===== src/rtl/pc_seq_pkg.sv =====
// pc_seq_pkg: shared types and helpers for the OTTER fetch-stage PC sequencer.
//   pc_src_t   - encoding of the PC_SOURCE select (6/7 are illegal)
//   pc_state_t - sequencer state (BOOT, RUN, PENDING)
//   is_trap_src() - true for selects that may overwrite a captured redirect
package pc_seq_pkg;

  typedef enum logic [2:0] {
    SRC_PLUS4  = 3'd0,
    SRC_JALR   = 3'd1,
    SRC_BRANCH = 3'd2,
    SRC_JAL    = 3'd3,
    SRC_MTVEC  = 3'd4,
    SRC_MEPC   = 3'd5
  } pc_src_t;

  typedef enum logic [1:0] {
    ST_BOOT    = 2'd0,
    ST_RUN     = 2'd1,
    ST_PENDING = 2'd2
  } pc_state_t;

  // Trap entry and trap return are the only selects allowed to replace a
  // redirect that is already waiting for fetch.
  function automatic logic is_trap_src(input logic [2:0] sel);
    return (sel == SRC_MTVEC) || (sel == SRC_MEPC);
  endfunction

endpackage


===== src/rtl/pc_target_sel.sv =====
// pc_target_sel: combinational next-PC target selection and classification.
// Ports:
//   sel          - PC source select (pc_src_t encoding)
//   pc_plus_four - sequential successor of the current PC
//   jalr, branch, jal, mtvec, mepc - candidate targets
//   target       - selected target (JALR with bit0 cleared)
//   misaligned   - control-flow target (JALR/BRANCH/JAL) violates ALIGN_BITS
//   illegal      - select value 6 or 7
import pc_seq_pkg::*;

module pc_target_sel #(
  parameter int XLEN       = 32,
  parameter int ALIGN_BITS = 2
) (
  input  logic [2:0]      sel,
  input  logic [XLEN-1:0] pc_plus_four,
  input  logic [XLEN-1:0] jalr,
  input  logic [XLEN-1:0] branch,
  input  logic [XLEN-1:0] jal,
  input  logic [XLEN-1:0] mtvec,
  input  logic [XLEN-1:0] mepc,
  output logic [XLEN-1:0] target,
  output logic            misaligned,
  output logic            illegal
);

  // Low address bits that must be zero for a legal control-flow target.
  localparam logic [XLEN-1:0] ALIGN_MASK = (XLEN'(1'b1) << ALIGN_BITS) - XLEN'(1'b1);

  logic checked_s;

  // Pick the target and note whether it is subject to the alignment rule;
  // trap vectors are trusted and never checked.
  always_comb begin
    target    = pc_plus_four;
    checked_s = 1'b0;
    illegal   = 1'b0;
    case (sel)
      SRC_PLUS4:  target = pc_plus_four;
      SRC_JALR: begin
        target    = jalr & ~XLEN'(1'b1);
        checked_s = 1'b1;
      end
      SRC_BRANCH: begin
        target    = branch;
        checked_s = 1'b1;
      end
      SRC_JAL: begin
        target    = jal;
        checked_s = 1'b1;
      end
      SRC_MTVEC:  target = mtvec;
      SRC_MEPC:   target = mepc;
      default:    illegal = 1'b1;
    endcase
  end

  assign misaligned = checked_s && ((target & ALIGN_MASK) != {XLEN{1'b0}});

endmodule


===== src/rtl/pc_sequencer.sv =====
// pc_sequencer: OTTER fetch-stage PC register with next-PC selection.
// Holds the PC, captures redirects arriving while fetch is stalled and
// replays them once fetch is ready, and reports misaligned/illegal updates.
// Ports:
//   CLK, RST          - clock and synchronous active-high reset
//   PC_WRITE          - controller requests a PC update
//   PC_SOURCE         - target select (pc_src_t)
//   JALR..MEPC        - candidate targets
//   FETCH_READY       - fetch accepts a new PC this cycle
//   PC, PC_PLUS_FOUR  - current PC and its sequential successor
//   PC_VALID          - PC is architecturally current
//   REDIRECT_PENDING  - a captured redirect awaits FETCH_READY
//   MISALIGN(_ADDR)   - rejected misaligned target pulse and its address
//   ILLEGAL_SEL       - PC_WRITE with an illegal select
//   REDIRECT_COUNT    - saturating count of applied non-PLUS4 updates
import pc_seq_pkg::*;

module pc_sequencer #(
  parameter int              XLEN       = 32,
  parameter logic [XLEN-1:0] RESET_VEC  = {XLEN{1'b0}},
  parameter int              ALIGN_BITS = 2,
  parameter int              CNT_W      = 16
) (
  input  logic             CLK,
  input  logic             RST,
  input  logic             PC_WRITE,
  input  logic [2:0]       PC_SOURCE,
  input  logic [XLEN-1:0]  JALR,
  input  logic [XLEN-1:0]  BRANCH,
  input  logic [XLEN-1:0]  JAL,
  input  logic [XLEN-1:0]  MTVEC,
  input  logic [XLEN-1:0]  MEPC,
  input  logic             FETCH_READY,
  output logic [XLEN-1:0]  PC,
  output logic [XLEN-1:0]  PC_PLUS_FOUR,
  output logic             PC_VALID,
  output logic             REDIRECT_PENDING,
  output logic             MISALIGN,
  output logic [XLEN-1:0]  MISALIGN_ADDR,
  output logic             ILLEGAL_SEL,
  output logic [CNT_W-1:0] REDIRECT_COUNT
);

  pc_state_t        state_r;
  logic [XLEN-1:0]  pc_r;
  logic [XLEN-1:0]  pending_r;
  logic             valid_r;
  logic             redirect_pending_r;
  logic             misalign_r;
  logic [XLEN-1:0]  misalign_addr_r;
  logic             illegal_r;
  logic [CNT_W-1:0] count_r;

  logic [XLEN-1:0]  pc_plus_four_s;
  logic [XLEN-1:0]  target_s;
  logic             misaligned_s;
  logic             illegal_s;

  // Wraps silently at 2^XLEN.
  assign pc_plus_four_s = pc_r + XLEN'(3'd4);

  // Saturating increment; the debug counter sticks at all-ones.
  function automatic logic [CNT_W-1:0] sat_inc(input logic [CNT_W-1:0] c);
    if (c == {CNT_W{1'b1}}) begin
      return c;
    end else begin
      return c + CNT_W'(1'b1);
    end
  endfunction

  pc_target_sel #(
    .XLEN       (XLEN),
    .ALIGN_BITS (ALIGN_BITS)
  ) u_target_sel (
    .sel          (PC_SOURCE),
    .pc_plus_four (pc_plus_four_s),
    .jalr         (JALR),
    .branch       (BRANCH),
    .jal          (JAL),
    .mtvec        (MTVEC),
    .mepc         (MEPC),
    .target       (target_s),
    .misaligned   (misaligned_s),
    .illegal      (illegal_s)
  );

  // Sequencer state machine: PC, captured redirect, pulses and counter.
  always_ff @(posedge CLK) begin
    if (RST) begin
      state_r            <= ST_BOOT;
      pc_r               <= RESET_VEC;
      pending_r          <= {XLEN{1'b0}};
      valid_r            <= 1'b0;
      redirect_pending_r <= 1'b0;
      misalign_r         <= 1'b0;
      misalign_addr_r    <= {XLEN{1'b0}};
      illegal_r          <= 1'b0;
      count_r            <= {CNT_W{1'b0}};
    end else begin
      misalign_r <= 1'b0;
      illegal_r  <= 1'b0;
      case (state_r)
        // One dead cycle after reset; PC_WRITE is not honoured yet.
        ST_BOOT: begin
          state_r <= ST_RUN;
          valid_r <= 1'b1;
        end
        ST_RUN: begin
          if (!PC_WRITE) begin
            pc_r <= pc_r;
          end else if (illegal_s) begin
            illegal_r <= 1'b1;
          end else if (misaligned_s) begin
            misalign_r      <= 1'b1;
            misalign_addr_r <= target_s;
          end else if (FETCH_READY) begin
            pc_r <= target_s;
            if (PC_SOURCE != SRC_PLUS4) begin
              count_r <= sat_inc(count_r);
            end else begin
              count_r <= count_r;
            end
          end else if (PC_SOURCE != SRC_PLUS4) begin
            // Fetch is stalled: remember the redirect and replay it later.
            pending_r          <= target_s;
            state_r            <= ST_PENDING;
            valid_r            <= 1'b0;
            redirect_pending_r <= 1'b1;
          end else begin
            // Sequential step while stalled simply waits.
            pc_r <= pc_r;
          end
        end
        ST_PENDING: begin
          if (PC_WRITE && is_trap_src(PC_SOURCE)) begin
            // A trap supersedes the captured redirect.
            if (FETCH_READY) begin
              pc_r               <= target_s;
              count_r            <= sat_inc(count_r);
              state_r            <= ST_RUN;
              valid_r            <= 1'b1;
              redirect_pending_r <= 1'b0;
            end else begin
              pending_r <= target_s;
            end
          end else if (FETCH_READY) begin
            pc_r               <= pending_r;
            count_r            <= sat_inc(count_r);
            state_r            <= ST_RUN;
            valid_r            <= 1'b1;
            redirect_pending_r <= 1'b0;
          end else begin
            pending_r <= pending_r;
          end
        end
        default: begin
          state_r            <= ST_BOOT;
          valid_r            <= 1'b0;
          redirect_pending_r <= 1'b0;
        end
      endcase
    end
  end

  assign PC               = pc_r;
  assign PC_PLUS_FOUR     = pc_plus_four_s;
  assign PC_VALID         = valid_r;
  assign REDIRECT_PENDING = redirect_pending_r;
  assign MISALIGN         = misalign_r;
  assign MISALIGN_ADDR    = misalign_addr_r;
  assign ILLEGAL_SEL      = illegal_r;
  assign REDIRECT_COUNT   = count_r;

endmodule

===== config.mk =====
export PLATFORM = sky130hd
export DESIGN_NAME = pc_sequencer
export DESIGN_NICKNAME = d
export VERILOG_FILES = /design/src/rtl/pc_seq_pkg.sv /design/src/rtl/pc_target_sel.sv /design/src/rtl/pc_sequencer.sv
export SDC_FILE = /design/constraint.sdc
export NUM_CORES = 1
export LEC_CHECK = 0
export CELL_PAD_IN_SITES_DETAIL_PLACEMENT = 0
export CELL_PAD_IN_SITES_GLOBAL_PLACEMENT = 2
export CORE_MARGIN = 1.5
export CORE_UTILIZATION = 24
export DETAILED_ROUTE_END_ITERATION = 8
export PLACE_DENSITY_LB_ADDON = 0.1
export SLEW_MARGIN = 10
export SYNTH_ARGS = -nofsm -noshare
export SYNTH_HDL_FRONTEND = slang
export SYNTH_SLANG_ARGS = --single-unit

===== constraint.sdc =====
create_clock -name CLK -period 3.3 [get_ports CLK]
set_input_delay 0.33 -clock CLK [delete_from_list [all_inputs] [get_ports CLK]]
set_output_delay 0.33 -clock CLK [all_outputs]
set_load 0.05 [all_outputs]

Fig. 1: placed standard cells
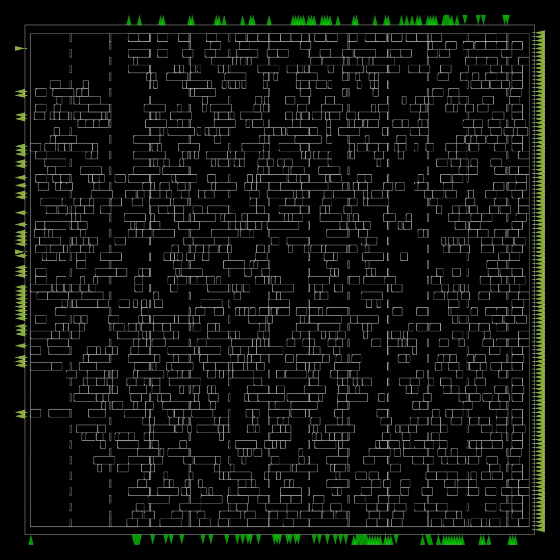
fill cell count: 3,155
Seq Cell Count: 117
post-layout util: 38.5%

==> run_results.csv <==
group,metric,value,unit
synthesis,ff_type,"dfxtp_1",
routing,antenna_left,0,
global_route,busiest_layer,"met2",
power_and_ir_drop,seqPwrFrac,30.7,%
job,maxCapViolCount,0,
routing,route.vias.total,8342,
place,place_area,10800,um2
global_route,use_met2,38.4,%
place,dp_cells,1567,
finish,seq-cell-share,20.5,%
global_route,antenna_found_initial,1,
finish,insertedDiodeCount,1,
finish,clock_buffers,20,
floorplan,core,29700,um2
critical_path,r2r_end,"PC[21]",
routing,drc,0,
routing,first_pass_iters,5,
synthesis,syn_avg_cell_area,7.83,um2
critical_path,cp.arrival,2870,ps
finish,logic_gates,711,
floorplan,initial_core_util,24.5,%
power_and_ir_drop,pg_seq,0.00160,W
sta,min_period,3200,ps
global_route,grt_use_total,22.7,%
synthesis,synth_area,7280,um2
floorplan,die_w,177,um
worst_hold_path,whs_path_depth,3,
synthesis,yosysWarnings,0,
synthesis,ys_area,7280,um2
finish,clk_share,5.35,%
routing,post_drt_wl_per_cell,22.9,um
clock_tree,cts_setup_buffers,0,
worst_hold_path,holdPathEnd,"ILLEGAL_SEL",
synthesis,synth_cell_types,66,
floorplan,core.rowCount,63,
floorplan,ioPinCount,283,
finish,drive_above_1_share,11.4,%
sta,setup_viol,0,
finish,largest_class,"logic gates",
routing,drt_wl_total,36600,um
global_route,grt_max_degree,56,
synthesis,ys_cells,929,
finish,comb_share,40.1,%
global_route,use_met1,29.3,%
sta,final_hold_viol_count,0,
critical_path,cp.required,2970,ps
finish,lay_top_count,"clkdlybuf4s50_1",
power_and_ir_drop,p_per_area,455,nW/um2
place,gp_congestion,0.786,
sta,fin_hold_ws,367,ps
global_route,grt_use_met3,5.18,%
clock_tree,cts.htree.levels,4,
clock_tree,clk_latency,410,ps
power_and_ir_drop,combPwrFrac,31.6,%
place,pre_cts_ws,109,ps
global_route,gr-total-overflow,0,
finish,buf_share,29.3,%
power_and_ir_drop,power_leader,"the clock network",
critical_path,startpoint,"PC[9]",
sta,rsz0062_at_grt,"no",
synthesis,synth.most_common_cell,"dfxtp_1",
clock_tree,clk_path_buf_depth,2,
finish,regArea,2340,um2
synthesis,ys.flops,117,
sta,clock_skew,6.61,ps
critical_path,critPathLaunchType,"register",
power_and_ir_drop,total_power,0.00521,W
power_and_ir_drop,leakage,4.16,nW
place,dp_hpwl,27600,um
synthesis,largest_area_cell,"dfxtp_1",
sta,fmax,0.313,GHz
global_route,grt_pass1_wl,52800,um
synthesis,ys_top_cells_by_area,"dfxtp_1, mux2i_1, nor2_1",
routing,vias_per_cell,5.22,
sta,period_used_share,96.9,%
sta,slew_viol_final,0,
synthesis,top_area_share,32.2,%
critical_path,rr_worst_depth,6,
status,outcome,"finished clean",
finish,final_cell_mix,"clkdlybuf4s50_1, dfxtp_1, nor2_1",
synthesis,syn-num-nets,1098,
finish,fin_cells,1598,
job,warning_count,27,
power_and_ir_drop,internal_power,0.00346,W
place,port_buffers,281,
synthesis,edf_count,0,
synthesis,syn_inst,929,
finish,fin_nets,1365,
synthesis,common_cells,"dfxtp_1, nor2_1, nand2_1",
power_and_ir_drop,vdd_drop_max,0.368,mV
floorplan,taps,390,
clock_tree,clock-sinks,117,
worst_hold_path,min_from,"PC_SOURCE[1]",
critical_path,critical_path.endpoint,"PC_PLUS_FOUR[27]",
sta,fin_tns_setup,0,ps
worst_hold_path,min_path_type,"input pin to register",
clock_tree,clkSlewWorstSetupHoldPaths,60,ps
power_and_ir_drop,pg_comb,0.00165,W
clock_tree,numCtsBuffers,17,
critical_path,crit_path_end_kind,"primary output",
sta,relSlewSlack,38.3,%
synthesis,ys_seq_share,32.2,%
floorplan,fp.dieH,177,um
power_and_ir_drop,p_sw_share,33.6,%
finish,inverters,18,
critical_path,r2r-start,"PC[9]",
power_and_ir_drop,p_clk,0.00196,W
routing,drt_iter0_drc,501,
critical_path,worst-path-max-fanout,12,
power_and_ir_drop,p_sw,0.00175,W
floorplan,die_area,31400,um2
critical_path,r2r_setup_slack,300,ps
clock_tree,cts_tree,"yes",
synthesis,async_flop_share,0,%
finish,logic_area,4580,um2
global_route,grt_pass1_vias,8195,
sta,tightest_slew,922,ps
critical_path,path_class,"register to primary output",
clock_tree,cts_root_buffer,"clkbuf_16",
power_and_ir_drop,clock_power_share,37.7,%
Fig. 2: cell sizes after repair
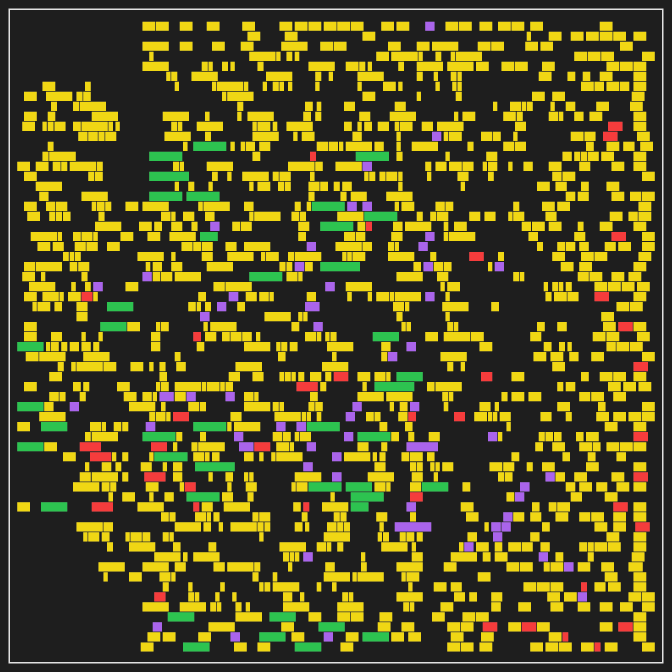
[drive 3 to 4] purple | cells: 59 | share: 4.9% | most used: buf_4
[drive 1 or less] yellow | cells: 1,069 | share: 89% | most used: clkdlybuf4s50_1
[drive 2] red | cells: 38 | share: 3.1% | most used: mux2_2
[drive 6 and up] green | cells: 41 | share: 3.4% | most used: buf_12
post-route cell area: 11,400 um2
Layout area overhead: 57.3%
PnR worst setup slack: 103 ps
Buffers, non-clock: 331

## routing by layer
metal | share of wire [%] | routed length (um)
met5 | 0 | 0
met4 | 0.94 | 343
met3 | 7.5 | 2760
met2 | 47 | 17300
met1 | 44 | 16300
## worst max-delay path, stage by stage, from the launching register on
cell	delay, ps
dfxtp_1	460
nand4_1	250
or4_1	800
or4_1	620
nand2_1	170
buf_12	150
## cell families after synthesis
group                    Yosys count  synth area share [%]
AND/OR/NAND/NOR                  339                  22.4
AND-OR/OR-AND                    289                  28.5
flip-flops                       117                  32.2
buffers and inverters            101                  5.62
multiplexers                      56                  7.96
XOR/XNOR                          25                  3.01
adder cells (fa/ha/maj)            2                 0.344
## what timing repair did
action,in CTS,in global routing
endpoints found under the setup margin,0,4
gates resized,0,3
hold buffers,0,0
Power and IR drop assume default switching activity.
